**src/rtl/morse_entry_ctrl.sv**
```systemverilog
// Two-button Morse key entry: synchronizes and debounces dot/dash buttons,
// collects up to four symbols per letter and hands the letter off with valid/ready.
module morse_entry_ctrl #(
  parameter int unsigned DEBOUNCE_CYC = 270000,
  parameter int unsigned GAP_CYC      = 12000000
) (
  input  logic       clk,
  input  logic       rst_n,
  input  logic       button1,
  input  logic       button2,
  output logic [3:0] code_out,
  output logic [2:0] len_out,
  output logic       code_valid,
  input  logic       code_ready,
  output logic       overflow,
  output logic [3:0] signal
);

  localparam int unsigned DW = (DEBOUNCE_CYC > 1) ? $clog2(DEBOUNCE_CYC) : 1;
  localparam int unsigned GW = (GAP_CYC > 1) ? $clog2(GAP_CYC) : 1;

  typedef enum logic [1:0] {
    IDLE    = 2'd0,
    COLLECT = 2'd1,
    HOLD    = 2'd2
  } state_t;

  // Index 0 is the dot button, index 1 the dash button; levels are active-low.
  logic [1:0]    sync1;
  logic [1:0]    sync2;
  logic [1:0]    deb;
  logic [1:0]    armed;
  logic [1:0]    press;
  logic [1:0]    warm;
  logic [DW-1:0] db_cnt [2];

  state_t        state;
  state_t        state_nxt;
  logic [3:0]    code_nxt;
  logic [2:0]    len_nxt;
  logic [GW-1:0] gap;
  logic [GW-1:0] gap_nxt;
  logic          overflow_nxt;
  logic          valid_nxt;
  logic          accept_c;
  logic          sym_c;
  logic          both_released_c;

  // A button only becomes armed once seen released after reset, so a key held
  // through reset cannot generate a press until it is released and pressed again.
  always_ff @(posedge clk) begin
    if (!rst_n) begin
      sync1 <= 2'b11;
      sync2 <= 2'b11;
      deb   <= 2'b11;
      armed <= 2'b00;
      press <= 2'b00;
      warm  <= 2'd0;
      for (int i = 0; i < 2; i++) db_cnt[i] <= '0;
    end else begin
      sync1 <= {button2, button1};
      sync2 <= sync1;
      if (!warm[1]) warm <= warm + 2'd1;
      for (int i = 0; i < 2; i++) begin
        press[i] <= 1'b0;
        if (sync2[i] != deb[i]) begin
          if (db_cnt[i] == DW'(DEBOUNCE_CYC - 1)) begin
            deb[i]    <= sync2[i];
            db_cnt[i] <= '0;
            press[i]  <= armed[i] & ~sync2[i];
          end else begin
            db_cnt[i] <= db_cnt[i] + DW'(1);
          end
        end else begin
          db_cnt[i] <= '0;
        end
        if (warm[1] && sync2[i] && deb[i]) armed[i] <= 1'b1;
      end
    end
  end

  // Simultaneous presses, or a press while the other key is held, are ignored.
  assign accept_c        = (press[0] ^ press[1]) &&
                           !(press[0] && !deb[1]) &&
                           !(press[1] && !deb[0]);
  assign sym_c           = press[1];
  assign both_released_c = deb[0] & deb[1];

  always_ff @(posedge clk) begin
    if (!rst_n) begin
      state      <= IDLE;
      code_out   <= 4'b0000;
      len_out    <= 3'd0;
      gap        <= '0;
      code_valid <= 1'b0;
      overflow   <= 1'b0;
    end else begin
      state      <= state_nxt;
      code_out   <= code_nxt;
      len_out    <= len_nxt;
      gap        <= gap_nxt;
      code_valid <= valid_nxt;
      overflow   <= overflow_nxt;
    end
  end

  always_comb begin
    state_nxt    = state;
    code_nxt     = code_out;
    len_nxt      = len_out;
    gap_nxt      = gap;
    overflow_nxt = 1'b0;
    unique case (state)
      IDLE: begin
        gap_nxt = '0;
        if (accept_c) begin
          code_nxt  = {3'b000, sym_c};
          len_nxt   = 3'd1;
          state_nxt = COLLECT;
        end
      end
      COLLECT: begin
        if (accept_c) begin
          code_nxt[len_out[1:0]] = sym_c;
          len_nxt = len_out + 3'd1;
          gap_nxt = '0;
          if (len_out == 3'd3) state_nxt = HOLD;
        end else if (both_released_c) begin
          if (gap == GW'(GAP_CYC - 1)) begin
            gap_nxt   = '0;
            state_nxt = HOLD;
          end else begin
            gap_nxt = gap + GW'(1);
          end
        end else begin
          gap_nxt = '0;
        end
      end
      HOLD: begin
        overflow_nxt = accept_c;
        if (code_valid && code_ready) begin
          state_nxt = IDLE;
          code_nxt  = 4'b0000;
          len_nxt   = 3'd0;
          gap_nxt   = '0;
        end
      end
      default: begin
        state_nxt = IDLE;
        code_nxt  = 4'b0000;
        len_nxt   = 3'd0;
        gap_nxt   = '0;
      end
    endcase
    valid_nxt = (state_nxt == HOLD);
  end

  assign signal = code_out;

endmodule
```
**config.mk**
```make
export PLATFORM = sky130hd
export DESIGN_NAME = morse_entry_ctrl
export DESIGN_NICKNAME = d
export VERILOG_FILES = /design/src/rtl/morse_entry_ctrl.sv
export SDC_FILE = /design/constraint.sdc
export NUM_CORES = 1
export LEC_CHECK = 0
export CORE_ASPECT_RATIO = 0.75
export CORE_MARGIN = 5
export CORE_UTILIZATION = 50
export DETAILED_ROUTE_END_ITERATION = 8
export PLACE_DENSITY = 0.73
export SLEW_MARGIN = 20
export SYNTH_ARGS = -nofsm -noshare
export SYNTH_HDL_FRONTEND = slang
export SYNTH_SLANG_ARGS = --single-unit
```
**constraint.sdc**
```tcl
create_clock -name clk -period 2.6 [get_ports clk]
set_input_delay 0.65 -clock clk [delete_from_list [all_inputs] [get_ports clk]]
set_output_delay 0.65 -clock clk [all_outputs]
set_load 0.02 [all_outputs]
```
==> flow_summary.toml <==
# flow metrics
[finish]
n_antenna_cell = 0
drive_gt1_share_pct = 6.08
final_cell_area_mm2 = 0.00501

[logic_synthesis]
synth_top_cell_by_count = "nor2_1"
ys_types = 55
netlist_top_cells_count = "75 x nor2_1, 47 x dfxtp_1, 42 x nand2_1, 38 x edfxtp_1, 27 x nand3_1"
area_leaders = "edfxtp_1 27%, dfxtp_1 22%, nor2_1 6.5%, xor2_1 4.9%, xnor2_1 4.5%"
synth_chip_area_mm2 = 0.00430
synth_cells = 463
yosysWarningCount = 0
ys.flop_type = "dfxtp_1"

[drt]
routed-via-count = 3395
drtIter0Drc = 253
wl_um = 8510

[clock_network]
cts_max_path_buffers = 2
h-tree-depth = 3
numCtsBuffers = 9

[critical_path]
cp_slowest_cell = "or4_1"
arrival_ns = 2.26
crit_buf_inv = 0
crit_path_start_kind = "register"
cpPeakStageDelay_ns = 0.59

[place]
routabilityCongestion = 0.902
placed_cells = 618

[global_route]
grt_pass1_vias = 3143
grt_max_degree = 20

[job]
cap_viol_max_count = 0

[power]
power_leakage_nw = 1.75
power_mw = 2.80

[run_status]
status = "finished clean"

[timing]
hold_viol_final = 0
rsz0062_at_grt = "false"

[die]
io_pins = 18
-- routing by layer --
metal  track usage [%]  routed length (um)  vias up
met5                 0                   0        -
met4              3.72                  72        0
met3              5.63                 429        9
met2              25.1                3820       68
met1              24.2                4190     1591
li1                  -                   -     1727
-- through the flow --
stage          hold slack, ns  worst slack, ns
3_5_place_dp            0.403            0.373
6_report                0.412            0.419
3_3_place_gp            0.389            0.409
4_1_cts                 0.417            0.396
2_1_floorplan           0.386            0.544
5_1_grt                 0.431            0.297
-- kinds of logic (layout without fill, tap and decap cells) --
kind of cell	after synthesis	count (layout)	share of synthesized area [%]
multiplexers	3	3	0.698
AND-OR/OR-AND	54	54	7.73
AND/OR/NAND/NOR	236	236	28.2
adder cells (fa/ha/maj)	8	8	2.33
buffers and inverters	30	56	3.26
XOR/XNOR	46	46	9.36
flip-flops	85	85	48.4
other	1	38	0.0871
-- worst paths after layout --
check / slack [ns] / cells after the start / endpoint / from
worst min register to register: 0.41 / 1 / sync2[0] / sync1[0]
worst min-delay path: 0.41 / 1 / sync2[0] / sync1[0]
worst max-delay path: 0.42 / 5 / db_cnt[0][10] / db_cnt[0][14]
worst max register to register: 0.42 / 5 / db_cnt[0][10] / db_cnt[0][14]
-- worst reg2reg max path, stage by stage, from the launching register on --
cell and delay, ns:
edfxtp_1 0.45, nor4_1 0.30, nand4_1 0.11, or4_1 0.59, nand3_2 0.35, nor2_1 0.12
-- where the power goes --
part | leakage, nW | switching, mW | internal, mW
sequential | 0.773 | 0.0375 | 1.43
combinational | 0.838 | 0.0483 | 0.0372
clock | 0.141 | 0.503 | 0.738
-- flip-flops by register name, indices dropped and copies added (netlist names) --
| name | flops |
|---|---|
| db_cnt | 38 |
| len_out | 3 |
| sync2 | 2 |
| code_valid | 1 |
| overflow | 1 |
| state | 2 |
| gap | 24 |
| armed | 2 |
| sync1 | 2 |
| code_out | 4 |
| press | 2 |
| warm | 2 |
| deb | 2 |
-- layout make-up --
class                   instances  area, um2
fillers                       743       3400
multi-input cells             385       2220
flip-flops and latches         85       2080
repair buffers                 27        245
clock buffers                  11        233
well taps                     108        135
clock inverters                 5       50.0
inverters                      13       48.8
-- layout by cell type, fill, tap and decap left out, drive strengths merged, types with 2 or more instances in the layout --
cell and count:
conb 38, edfxtp 38, nand3 28, a31oi 8, and3 10, nor4 8, and2 3, clkinv 3
or2 2, a32oi 2, clkbuf 11, or3 2, xnor2 22, nor4b 2, nor2 75, and4 5
nor2b 6, nand3b 2, or4 3, a22o 2, buf 10, nand2 42, nand4b 4, xor2 24
nor3 10, a211oi 2, dfxtp 47, ha 8, inv 14, o21ai 11, mux2i 3, nand2b 7
a21oi 23, nand4bb 2, clkdlybuf4s50 17, a22oi 2, nand4 21
### Supply network

The bar under the picture is 20 um long. Pins as bars on the die edge.
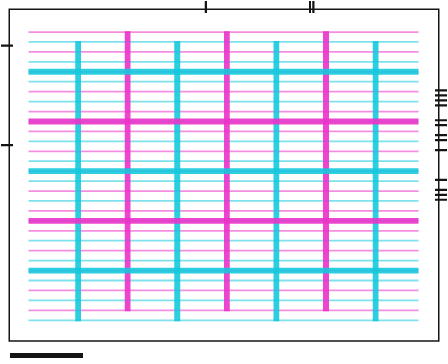
Key: magenta = VDD; cyan = VSS
7 straps on met4. 18 signal pins sit on the boundary. 30 met1 rails follow the rows.
Max IR drop VDD: 0.361 mV
die y size: 90.4 um
Die Wd: 117 um
placeable core area: 0.00842 mm2

### Placement by cell class

The bar under the picture is 20 um long.
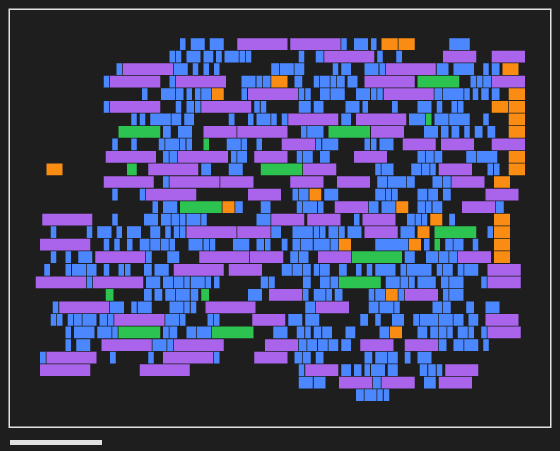
Key: green = clock drivers and dummy loads [cells 16]; blue = remaining logic cells [cells 398]; orange = remaining buffers and delay cells [cells 27]; purple = sequential cells [cells 85]
sequential share of cell area: 41.5%
row cnt: 29
Final Util: 59.6%

### Clock wires, drivers and flops

The bar under the picture is 20 um long.
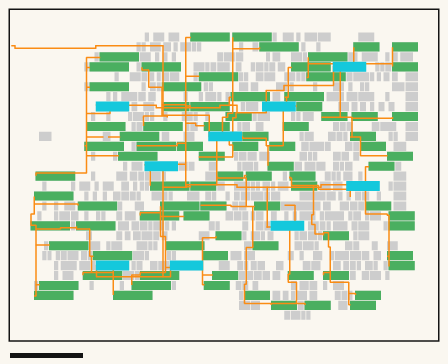
Key: green = flip-flops [count 85]; orange = clock wires [length 1100 um]; cyan = clock-net drivers [count 9]
Position of the flops: spread over the die.
Clock group: 1.24 mW
Clk Latency, worst-skew pair: 0.34 ns
Clock power frac: 44.4%
Worst Skew: 0.00776 ns

Power and IR drop assume default switching activity.
